## config.mk

```make
export PLATFORM = sky130hd
export DESIGN_NAME = id_ex_stage_reg
export DESIGN_NICKNAME = d
export VERILOG_FILES = /design/src/rtl/cpu_pipe_pkg.sv /design/src/rtl/id_ex_hazard.sv /design/src/rtl/id_ex_stage_reg.sv
export SDC_FILE = /design/constraint.sdc
export NUM_CORES = 1
export LEC_CHECK = 0
export CAP_MARGIN = 20
export CORE_ASPECT_RATIO = 0.8
export CORE_MARGIN = 5
export CORE_UTILIZATION = 39
export DETAILED_ROUTE_END_ITERATION = 16
export GPL_TIMING_DRIVEN = 0
export PLACE_DENSITY = 0.8
export SYNTH_ARGS = -nofsm -noshare
export SYNTH_HDL_FRONTEND = slang
export SYNTH_SLANG_ARGS = --single-unit
```

## constraint.sdc

```tcl
create_clock -name clk -period 1.9 [get_ports clk]
set_input_delay 0.38 -clock clk [delete_from_list [all_inputs] [get_ports clk]]
set_output_delay 0.38 -clock clk [all_outputs]
set_load 0.01 [all_outputs]
```

## src/rtl/cpu_pipe_pkg.sv

```systemverilog
// Shared pipeline types for the 5-stage MIPS core: the ID/EX control bundle and next-PC encodings.
package cpu_pipe_pkg;

  localparam int unsigned CTRL_W = 20;
  localparam int unsigned RA_IDX = 31;

  typedef enum logic [1:0] {
    NpcPc4 = 2'b00,
    NpcBr  = 2'b01,
    NpcJ   = 2'b10,
    NpcJr  = 2'b11
  } npc_op_e;

  // Field order matches the ID decoder output, MSB first.
  typedef struct packed {
    logic       reg_dst;
    logic       mem_read;
    logic       mem_to_reg;
    logic       mem_write;
    logic       reg_write;
    logic       alu_src;
    npc_op_e    npc_op;
    logic [3:0] alu_op;
    logic       shift_index;
    logic       shift_dir;
    logic       alu_a_src;
    logic       call;
    logic [3:0] rsv;
  } ctrl_t;

endpackage

```

## src/rtl/id_ex_hazard.sv

```systemverilog
// Load-use comparator: an EX-stage load whose destination is read by the ID instruction.
module id_ex_hazard #(
  parameter int unsigned RW = 5
) (
  input  logic          ex_valid,
  input  logic          ex_mem_read,
  input  logic [RW-1:0] ex_dst,
  input  logic          id_valid,
  input  logic [RW-1:0] id_rs,
  input  logic [RW-1:0] id_rt,
  output logic          load_use_stall
);

  // rt is compared even for instructions that do not read it; a spare bubble is harmless.
  assign load_use_stall = ex_valid & ex_mem_read & id_valid & (ex_dst != '0) &
                          ((ex_dst == id_rs) | (ex_dst == id_rt));

endmodule

```

## src/rtl/id_ex_stage_reg.sv

```systemverilog
// ID/EX pipeline register with load-use bubble insertion and destination resolution.
// Optional IDEX_BUBBLE_CNT_EN adds a saturating bubble counter output.
module id_ex_stage_reg #(
  parameter int unsigned DW     = 32,
  parameter int unsigned RW     = 5,
  parameter int unsigned RA_IDX = cpu_pipe_pkg::RA_IDX
) (
  input  logic                            clk,
  input  logic                            rst,
  input  logic                            id_valid,
  input  logic [cpu_pipe_pkg::CTRL_W-1:0] id_ctrl,
  input  logic [DW-1:0]                   id_pc4,
  input  logic [DW-1:0]                   id_rs_data,
  input  logic [DW-1:0]                   id_rt_data,
  input  logic [DW-1:0]                   id_imm,
  input  logic [RW-1:0]                   id_rs,
  input  logic [RW-1:0]                   id_rt,
  input  logic [RW-1:0]                   id_rd,
  input  logic [4:0]                      id_shamt,
  input  logic                            stall_in,
  input  logic                            flush_in,
  output logic                            load_use_stall,
  output logic                            ex_valid,
  output logic [cpu_pipe_pkg::CTRL_W-1:0] ex_ctrl,
  output logic [DW-1:0]                   ex_pc4,
  output logic [DW-1:0]                   ex_rs_data,
  output logic [DW-1:0]                   ex_rt_data,
  output logic [DW-1:0]                   ex_imm,
  output logic [RW-1:0]                   ex_rs,
  output logic [RW-1:0]                   ex_rt,
  output logic [4:0]                      ex_shamt,
`ifdef IDEX_BUBBLE_CNT_EN
  output logic [31:0]                     bubble_cnt,
`endif
  output logic [RW-1:0]                   ex_dst
);

  import cpu_pipe_pkg::*;

  ctrl_t         id_ctrl_s;
  ctrl_t         ex_ctrl_q;
  logic          ex_valid_q;
  logic [DW-1:0] ex_pc4_q, ex_rs_data_q, ex_rt_data_q, ex_imm_q;
  logic [RW-1:0] ex_rs_q, ex_rt_q, ex_dst_q, id_dst;
  logic [4:0]    ex_shamt_q;
  logic          bubble;

  assign id_ctrl_s = ctrl_t'(id_ctrl);

  always_comb begin
    id_dst = id_rt;
    if (id_ctrl_s.call) begin
      id_dst = RW'(RA_IDX);
    end else if (id_ctrl_s.reg_dst) begin
      id_dst = id_rd;
    end
  end

  id_ex_hazard #(
    .RW(RW)
  ) u_hazard (
    .ex_valid       (ex_valid_q),
    .ex_mem_read    (ex_ctrl_q.mem_read),
    .ex_dst         (ex_dst_q),
    .id_valid       (id_valid),
    .id_rs          (id_rs),
    .id_rt          (id_rt),
    .load_use_stall (load_use_stall)
  );

  assign bubble = flush_in | load_use_stall;

  // A downstream stall freezes EX outright; a flushing branch may be the instruction held there.
  always_ff @(posedge clk) begin
    if (rst) begin
      ex_valid_q   <= 1'b0;
      ex_ctrl_q    <= '0;
      ex_pc4_q     <= '0;
      ex_rs_data_q <= '0;
      ex_rt_data_q <= '0;
      ex_imm_q     <= '0;
      ex_rs_q      <= '0;
      ex_rt_q      <= '0;
      ex_shamt_q   <= '0;
      ex_dst_q     <= '0;
    end else if (!stall_in) begin
      ex_valid_q   <= id_valid & ~bubble;
      ex_ctrl_q    <= (id_valid & ~bubble) ? id_ctrl_s : '0;
      ex_pc4_q     <= id_pc4;
      ex_rs_data_q <= id_rs_data;
      ex_rt_data_q <= id_rt_data;
      ex_imm_q     <= id_imm;
      ex_rs_q      <= id_rs;
      ex_rt_q      <= id_rt;
      ex_shamt_q   <= id_shamt;
      ex_dst_q     <= id_dst;
    end
  end

  assign ex_valid   = ex_valid_q;
  assign ex_ctrl    = ex_ctrl_q;
  assign ex_pc4     = ex_pc4_q;
  assign ex_rs_data = ex_rs_data_q;
  assign ex_rt_data = ex_rt_data_q;
  assign ex_imm     = ex_imm_q;
  assign ex_rs      = ex_rs_q;
  assign ex_rt      = ex_rt_q;
  assign ex_shamt   = ex_shamt_q;
  assign ex_dst     = ex_dst_q;

`ifdef IDEX_BUBBLE_CNT_EN
  logic [31:0] bubble_cnt_q;

  always_ff @(posedge clk) begin
    if (rst) begin
      bubble_cnt_q <= '0;
    end else if (!stall_in && bubble && bubble_cnt_q != '1) begin
      bubble_cnt_q <= bubble_cnt_q + 32'd1;
    end
  end

  assign bubble_cnt = bubble_cnt_q;
`endif

endmodule

```

Fig. 1: signal wires on met1
Supply wires on this layer in grey.
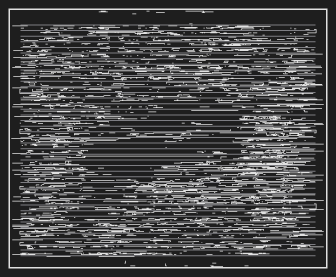
1029 nets have wire on it. The wires run mostly horizontal.
final WL: 21750 microns
vias: 5736

Fig. 2: met2 routing
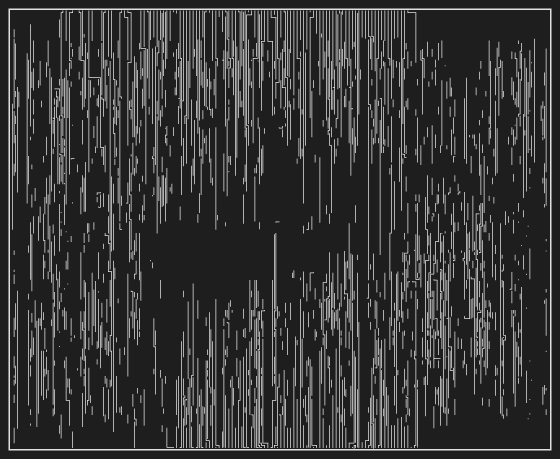
The longest straight run is 56.4 microns. The layer carries 10700 microns of wire. 1005 nets have wire on it. The wires run mostly vertical.
GRT met2 Usage: 38.29%

Fig. 3: metal 3
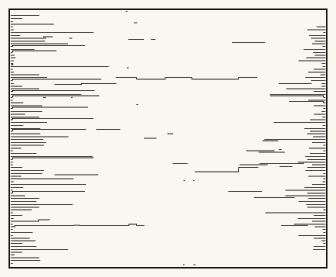
The wires run mostly horizontal. The layer holds 11% of the routed length. The longest straight run is 47.1 microns.
met3 capacity usage during global routing: 10.56%

==> metrics.sh <==
TRACK_USAGE_PCT=22.16
SYNTHXORXNORAREAFRAC_PCT=1.379
PLACEABLECOREAREA_SQ_UM=15900
FINAL_INSTANCE_COUNT_EXCL_FILLERS=1211
LAYOUT.AREA.COMB_SQ_UM=2778
FAILED_CHECKS='setup timing'
AREA.GROWTH.SYNTH_TO_FINAL_PCT=69.47
DRT-MET1-WL_MICRONS=8385
DIE_H_MICRONS=124.2
SYNTHAOIAREAFRAC_PCT=3.801
DRT.ANTENNA.VIOLATING_NETS=0
MAXCAPVIOLCOUNT=0
POWER_TOP_CONSUMER='sequential cells'
DP_WORST_SETUP_SLACK_PS=-851.1
VDD_IR_DROP_MAX_mV=0.6514
MIN-DELAY-PATH-CLASS='flip-flop to flip-flop'
POWER.NET_SWITCHING_mW=2.134
TNS_PS=-293.2
CP_CELL_SEQUENCE='or4_4 -> o2111ai_4 -> buf_6 -> nor2b_1 -> buf_2'
PATH_MAX_FANOUT=5
FLOP_AREA_SQ_UM=3392
SETUP_WS_PS=-293.2
SETUP_VIOL_COUNT_FINAL=1
POWER_AFTER_LAYOUT_mW=9.158
SYNTH.CELLMIX.SIMPLESHARE_PCT=14.77
COUNT_OF_BOUNDARY_I_O_PINS=343
INITCOREUTIL_PCT=39.94
RUN_STATUS='finished with violations'
DRC=0
TRITONCTS='built'
CRITICAL_PATH.MAX_STAGE_DELAY_PS=540
WORSTSETUPPATHDEPTH=5
LAYOUT.COMB_GATES.MULTI_INPUT=400
Fig. 4: the metal 4 layer
Scale bar: 50 microns. Supply wires on this layer in grey.
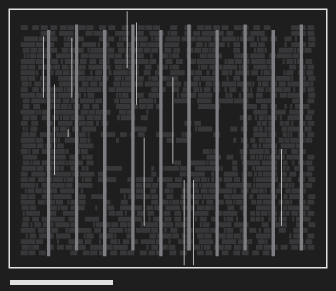
The wires run mostly vertical. The layer carries 373 microns of wire. The longest straight run is 43.5 microns. The layer holds 1.7% of the routed length.

Fig. 5: clock nets
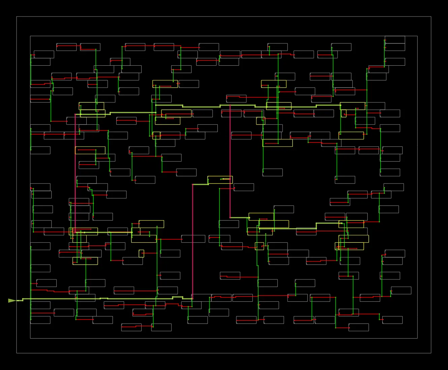
number of clock buffers in the layout: 20
Max Clock Skew: 12.55 ps
Insertion Delay late pin: 420 ps
cts bufs inserted: 17
num sequential: 169

## sequential cells by signal, indices dropped and copies added (netlist names)
register and flops:
ex_pc4 32, ex_rs 5, ex_valid 1, ex_dst 5, ex_rs_data 32, ex_ctrl 20, ex_imm 32, ex_shamt 5
ex_rt 5, ex_rt_data 32
## worst paths after layout
check,startpoint,end,slack [ps]
max,ex_dst[0],load_use_stall,-290
min,ex_ctrl[5],ex_ctrl[5],470
max reg2reg,ex_dst[0],ex_ctrl[15],80
min reg2reg,ex_ctrl[5],ex_ctrl[5],470
## logic make-up after synthesis
group / after synthesis
AOI/OAI and AO/OA: 30
xor gates and xnor gates: 10
buffers and inverters: 50
DFF: 169
muxes: 148
and+or+nand+nor: 212
